**config.mk**
```make
export PLATFORM = sky130hd
export DESIGN_NAME = instruction_encoder
export DESIGN_NICKNAME = d
export VERILOG_FILES = /design/src/rtl/instruction_encoder_pkg.sv /design/src/rtl/instruction_encoder_instr_field_pack.sv /design/src/rtl/instruction_encoder.sv
export SDC_FILE = /design/constraint.sdc
export NUM_CORES = 1
export LEC_CHECK = 0
export ABC_AREA = 1
export CAP_MARGIN = 20
export CORE_ASPECT_RATIO = 2
export CORE_MARGIN = 2
export CORE_UTILIZATION = 51
export CTS_CLUSTER_DIAMETER = 40
export DETAILED_ROUTE_END_ITERATION = 8
export PLACE_DENSITY_LB_ADDON = 0.05
export SYNTH_ARGS = -nofsm -noshare
export SYNTH_HDL_FRONTEND = slang
export SYNTH_SLANG_ARGS = --single-unit
```
**constraint.sdc**
```tcl
create_clock -name clk -period 3.81 [get_ports clk]
set_input_delay 0.5715 -clock clk [delete_from_list [all_inputs] [get_ports clk]]
set_output_delay 0.5715 -clock clk [all_outputs]
set_load 0.05 [all_outputs]
```
**src/rtl/instruction_encoder_pkg.sv**
```systemverilog
// Shared instruction word layout and encoder state encoding.
// The instruction decoder uses the same field constants, so the two blocks share one bit layout.
package instruction_encoder_pkg;

   localparam int INSTR_W = 16;

   localparam int OP_MSB  = 15;
   localparam int OP_LSB  = 13;
   localparam int RD_MSB  = 12;
   localparam int RD_LSB  = 9;
   localparam int RS1_MSB = 8;
   localparam int RS1_LSB = 5;
   localparam int RS2_MSB = 4;
   localparam int RS2_LSB = 1;
   localparam int WE_BIT  = 0;

   localparam int OP_W  = OP_MSB - OP_LSB + 1;
   localparam int RD_W  = RD_MSB - RD_LSB + 1;
   localparam int RS1_W = RS1_MSB - RS1_LSB + 1;
   localparam int RS2_W = RS2_MSB - RS2_LSB + 1;

   typedef enum logic [1:0] {
      S_IDLE = 2'd0,
      S_LOAD = 2'd1,
      S_DONE = 2'd2
   } enc_state_t;

endpackage

```
**src/rtl/instruction_encoder_instr_field_pack.sv**
```systemverilog
// instr_field_pack: combinational packer from instruction fields to one instruction word.
// Ports: i_op, i_rd, i_rs1, i_rs2, i_we are the fields; o_word is the packed word.
module instr_field_pack
   import instruction_encoder_pkg::*;
(
   input  logic [OP_W-1:0]    i_op,
   input  logic [RD_W-1:0]    i_rd,
   input  logic [RS1_W-1:0]   i_rs1,
   input  logic [RS2_W-1:0]   i_rs2,
   input  logic               i_we,
   output logic [INSTR_W-1:0] o_word
);

   always_comb begin
      o_word                   = '0;
      o_word[OP_MSB:OP_LSB]    = i_op;
      o_word[RD_MSB:RD_LSB]    = i_rd;
      o_word[RS1_MSB:RS1_LSB]  = i_rs1;
      o_word[RS2_MSB:RS2_LSB]  = i_rs2;
      o_word[WE_BIT]           = i_we;
   end

endmodule

```
**src/rtl/instruction_encoder.sv**
```systemverilog
// instruction_encoder: packs field tuples into words and streams them to instruction memory.
// Ports: start/base_addr/length open a session, in_* is the tuple stream, mem_* is the write port, busy/done/words_written report status.
module instruction_encoder
   import instruction_encoder_pkg::*;
#(
   parameter int ADDR_W = 8
) (
   input  logic               clk,
   input  logic               rst,
   input  logic               start,
   input  logic [ADDR_W-1:0]  base_addr,
   input  logic [ADDR_W:0]    length,
   input  logic               in_valid,
   output logic               in_ready,
   input  logic [OP_W-1:0]    in_op,
   input  logic [RD_W-1:0]    in_rd,
   input  logic [RS1_W-1:0]   in_rs1,
   input  logic [RS2_W-1:0]   in_rs2,
   input  logic               in_we,
   output logic               mem_we,
   output logic [ADDR_W-1:0]  mem_addr,
   output logic [INSTR_W-1:0] mem_wdata,
   output logic               busy,
   output logic               done,
   output logic [ADDR_W:0]    words_written
);

   enc_state_t          r_state;
   enc_state_t          w_next;
   logic [ADDR_W-1:0]   r_addr;
   logic [ADDR_W:0]     r_remaining;
   logic [ADDR_W:0]     r_words;
   logic                r_mem_we;
   logic [ADDR_W-1:0]   r_mem_addr;
   logic [INSTR_W-1:0]  r_mem_wdata;
   logic [INSTR_W-1:0]  w_word;
   logic                w_hs;
   logic                w_accept;

   instr_field_pack u_pack (
      .i_op   (in_op),
      .i_rd   (in_rd),
      .i_rs1  (in_rs1),
      .i_rs2  (in_rs2),
      .i_we   (in_we),
      .o_word (w_word)
   );

   assign w_hs     = in_valid && (r_state == S_LOAD);
   assign w_accept = start && (r_state == S_IDLE);

   always_comb begin
      w_next = r_state;
      unique case (r_state)
         S_IDLE: begin
            if (start) begin
               w_next = (length == '0) ? S_DONE : S_LOAD;
            end
         end
         S_LOAD: begin
            // The handshake that consumes the last remaining word ends the session.
            if (w_hs && (r_remaining == (ADDR_W+1)'(1))) begin
               w_next = S_DONE;
            end
         end
         S_DONE:  w_next = S_IDLE;
         default: w_next = S_IDLE;
      endcase
   end

   always_ff @(posedge clk) begin
      if (rst) begin
         r_state     <= S_IDLE;
         r_addr      <= '0;
         r_remaining <= '0;
         r_words     <= '0;
         r_mem_we    <= 1'b0;
         r_mem_addr  <= '0;
         r_mem_wdata <= '0;
      end else begin
         r_state  <= w_next;
         r_mem_we <= w_hs;
         if (w_accept) begin
            r_addr      <= base_addr;
            r_remaining <= length;
            r_words     <= '0;
         end
         // Count on the handshake edge so the count already includes the
         // word being presented while mem_we is high.
         if (w_hs) begin
            r_mem_addr  <= r_addr;
            r_mem_wdata <= w_word;
            r_addr      <= r_addr + ADDR_W'(1);
            r_remaining <= r_remaining - (ADDR_W+1)'(1);
            r_words     <= r_words + (ADDR_W+1)'(1);
         end
      end
   end

   assign in_ready      = (r_state == S_LOAD);
   assign busy          = (r_state != S_IDLE);
   assign done          = (r_state == S_DONE);
   assign mem_we        = r_mem_we;
   assign mem_addr      = r_mem_addr;
   assign mem_wdata     = r_mem_wdata;
   assign words_written = r_words;

endmodule

```
==> results.txt <==
The layout was made with Yosys and OpenROAD.

The final hold violation count is 0. The total of fill cells in the finished design is 450. The peak ir drop on the vdd network is 0.331 mV. The CTS tree is done. The tally of yosys warning messages is 0. The library cell occupying the most area in the post-synthesis netlist is dfxtp_1. Global routing finished with a remaining overflow of 0. The compound-gate portion of the synthesized area is between 10% and 20%. The class of the most critical hold timing path is flop to flop. The end of the worst register-to-register path is r_addr[3]$_SDFFE_PP0P_. The maximum number of pins on one net before global-route repair is 41.

According to the CTS report, the clock sink count is between 50 and 60. Post-synthesis, Yosys gives the total cell area as about 0.0026 mm². The area fraction of the dominant cell type after synthesis is between 40% and 50%. The detailed router finished its first iteration with approximately 54 violations.

For reference, full adder, half adder and majority cells occupy 1.96% of the area reported after synthesis. The number of setup violations in the final report is 0. The worst slew margin relative to its limit is ~54%. Pin placement for this block handled 74 I/O pins. Hold timing on the final database bottoms out at a slack of between 0.4 and 0.5 ns.

The clock period minus final worst setup slack is 2.32 ns. The endpoint of the worst hold path is reported as mem_wdata[5]$_SDFFE_PP0P_. The beginning of the worst register-to-register path is r_state[0]$_SDFFE_PP0P_. Per the OpenROAD power report, leakage power amounts to between 1 and 1.5 nW. The detail route stage leaves a number of antenna-violating nets equal to 0. By area, the combinational part of the netlist is dominated by simple AND/OR/NAND/NOR gates. The area of the die is approximately 0.0056 mm². The worst setup path is captured at an output pin. The leading register cell type out of synthesis is dfxtp_1. The average vias per placed instance is approximately 5.2. Looking at the critical path, the highest net fanout was 5. After floorplanning, the core was divided into 36 placement rows. The basic-gate share of the synthesized area counting and, or, nand and nor cells is 34.3%.

The number of cells on the worst reg-to-reg path is 5. The number of antenna diodes is 0. The launch point of the worst min-delay path is recorded as mem_wdata[5]$_SDFFE_PP0P_. The clock tree root driver cell is clkbuf_8. The placed wire-length estimate is roughly 4.4 mm. The detailed-routed wire length on met3 is 343 µm.

By count the netlist is led by nand2_1, dfxtp_1, nor2_1, inv_1, a21oi_1. The maximum clock path buffer count is 2. The number of global-route vias before repair is 2422. The synthesized area is 0.00255 mm². The run finished with clean final reports. The sequential fraction of the synthesis area is 41.6%. After detailed routing, the met2 layer carries about 3.2 mm of wire. The number of placed instances, taps included, is 506. The congestion estimate from routability-driven global placement came to between 0.8 and 0.9. The clock input transition at the sequential cells of the worst setup and hold paths is 0.09 ns.

Setup repair after global routing left no endpoint under its margin. By instance count, the leading cell after synthesis is nand2_1. The number of setup buffers added after CTS is 0. The xor and xnor fraction of the mapped netlist area is 0%. The number of buffers inserted for hold repair after clock tree synthesis is 0. For the pin with the worst max-slew slack, the measured transition is 0.688 ns. The sum of negative setup slack is 0 ns. According to the timing report, the data required time at the worst endpoint equals about 3.2 ns. Max-slew check failures listed in the final report amount to 0. For this run, design rule violations remaining after detail routing come to 0. The share of synthesized registers carrying an async set or reset is 0%. The floorplan step defined a core boundary enclosing 0.00486 mm². The top achievable clock speed is 430 MHz. The synthesis-to-finish area growth is 34.2%. In this run, synthesis inferred 0 flip-flops with an integrated enable. Per the OpenROAD floorplan log, the height of the die is 104 µm. The number of H-tree branching levels is 2.

The worst setup path is launched from a flop. The OpenROAD report gives the critical path a data arrival time of 1.75 ns. The total power after layout is around 1.4 mW. The multiplexer share of the synthesized area is 0%. The post-detailed-placement cell area is ~0.0033 mm². For this block, wires on met1 add up to 2.50 mm. In the final layout, the share of cells above drive strength 1 is under 10%. The total iterations of the first detailed-routing run is 4. The number of warnings the tools reported is 27. By area the synthesized netlist is led by dfxtp_1, nand2_1, a21oi_1.

The number of instances in the synthesized netlist is between 300 and 400. Buffers placed on the I/O ports in this run total ~73. The endpoint of the worst setup timing path is in_ready. The flow reported a cell area power density of 401 mW/mm². The worst path uses 61.0% of the clock period.

After synthesis, the netlist uses 25 different library cells. In the global route stage, overall resource usage came out at 22.5%.
[critical path: stages, from the launching register on]
cell and delay, ns:
dfxtp_1 0.46, nand2_1 0.09, inv_1 0.08, clkdlybuf4s50_1 0.81
[per-stage QoR]
step,utilization (%),setup slack [ns]
after CTS,70.4,1.49
after global placement,67.7,1.40
after global routing,70.4,1.43
final,70.4,1.49
after floorplan,-,2.17
after detailed placement,67.7,1.37
[final cells by class]
| class | count | area, µm² | area share (%) |
|---|---|---|---|
| Clock inverter | 3 | 65.1 | 1.90 |
| Timing Repair Buffer | 75 | 746 | 21.8 |
| Inverter | 43 | 161 | 4.71 |
| Clock buffer | 5 | 68.8 | 2.01 |
| Multi-Input combinational cell | 278 | 1250 | 36.6 |
| Sequential cell | 53 | 1060 | 31.0 |
| Tap cell | 57 | 71.3 | 2.08 |
[layout by cell type (no fill, tap or decap)]
cell type	n
nand3_4	1
inv_1	41
o21ai_0	17
bufinv_16	2
nand2_2	2
clkbuf_8	5
ha_1	4
nor2_2	1
or2_2	3
o211ai_1	4
nor3_1	1
clkinv_2	1
clkdlybuf4s50_1	73
nand4_1	4
buf_4	2
a31oi_1	1
a21oi_1	38
nor2_1	44
o21bai_1	1
nand3_1	26
dfxtp_1	53
a22oi_1	1
nand3b_1	2
nand2_1	128
inv_2	2
[registers in the layout, indices dropped and copies added (netlist names)]
name           flops
mem_we             1
words_written      9
r_addr             8
mem_wdata         16
mem_addr           8
r_state            2
r_remaining        9
[per-layer routing]
layer  vias to the layer above  global-route usage [%]
met2                        68                    40.7
li1                       1358                       -
met3                        12                    4.74
met5                         -                       0
met4                         0                    9.29
met1                      1213                    23.5
[power breakdown]
part	total [mW]	internal, mW	switching [mW]
clock	0.448	0.261	0.187
combinational	0.308	0.116	0.191
sequential	0.619	0.589	0.0297
total	1.37	0.966	0.408
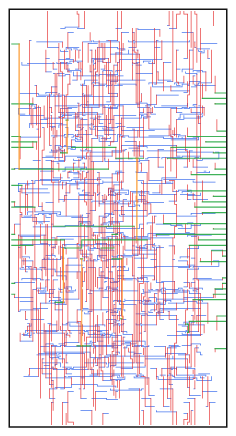
Fig. 1. Wiring by layer.
Drawn at 4 px/µm.
| layer | color | wire length |
|---|---|---|
| met3 | green | 344 µm |
| met1 | blue | 2500 µm |
| met4 | orange | 110 µm |
| met2 | red | 3240 µm |

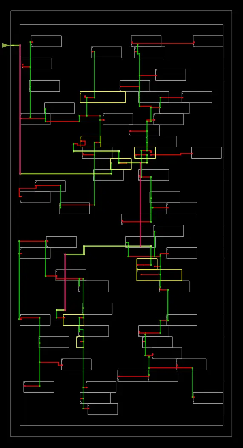
Fig. 2. Clock nets.
setup clock skew after layout: 0.00413 ns
cts bufs inserted: 5
Clock net power: 448 µW

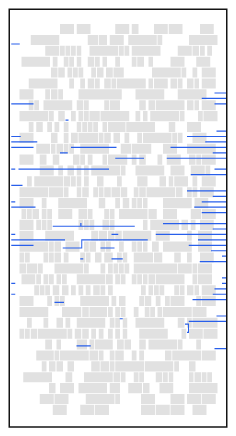
Fig. 3. Metal 3.
Drawn at 4 px/µm.
nets with wire on the layer: 54
share of all routed wire: 5.6%
main direction: horizontal
wire length on this layer: 344 µm
longest straight run: 22.3 µm
Via Count: 2651
met3 Track Usage GR: 4.74%
sum of routed wire length over all layers: 6.19 mm

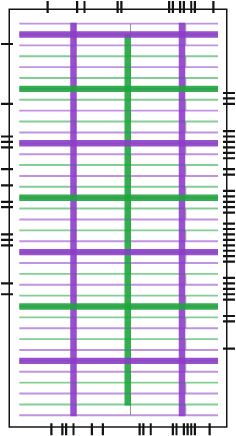
Fig. 4. Supply network.
Drawn at 4 px/µm. Pins as bars on the die edge. Tap cells in gray.
| net | color |
|---|---|
| VDD | green |
| VSS | purple |
met4 straps: 3
met5 straps: 7
met1 rails: 37

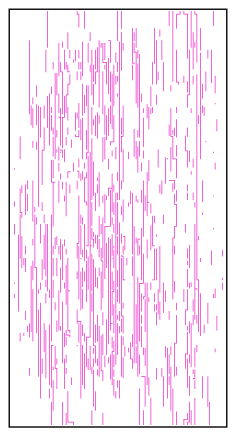
Fig. 5. Metal 2.
Drawn at 4 px/µm.
nets with wire on the layer: 389
wire length on this layer: 3240 µm
share of all routed wire: 52%
longest straight run: 51.3 µm
main direction: vertical
met2 demand-to-capacity share in global routing: 40.7%

No activity file was given, so power comes from the tool's default toggle rates.
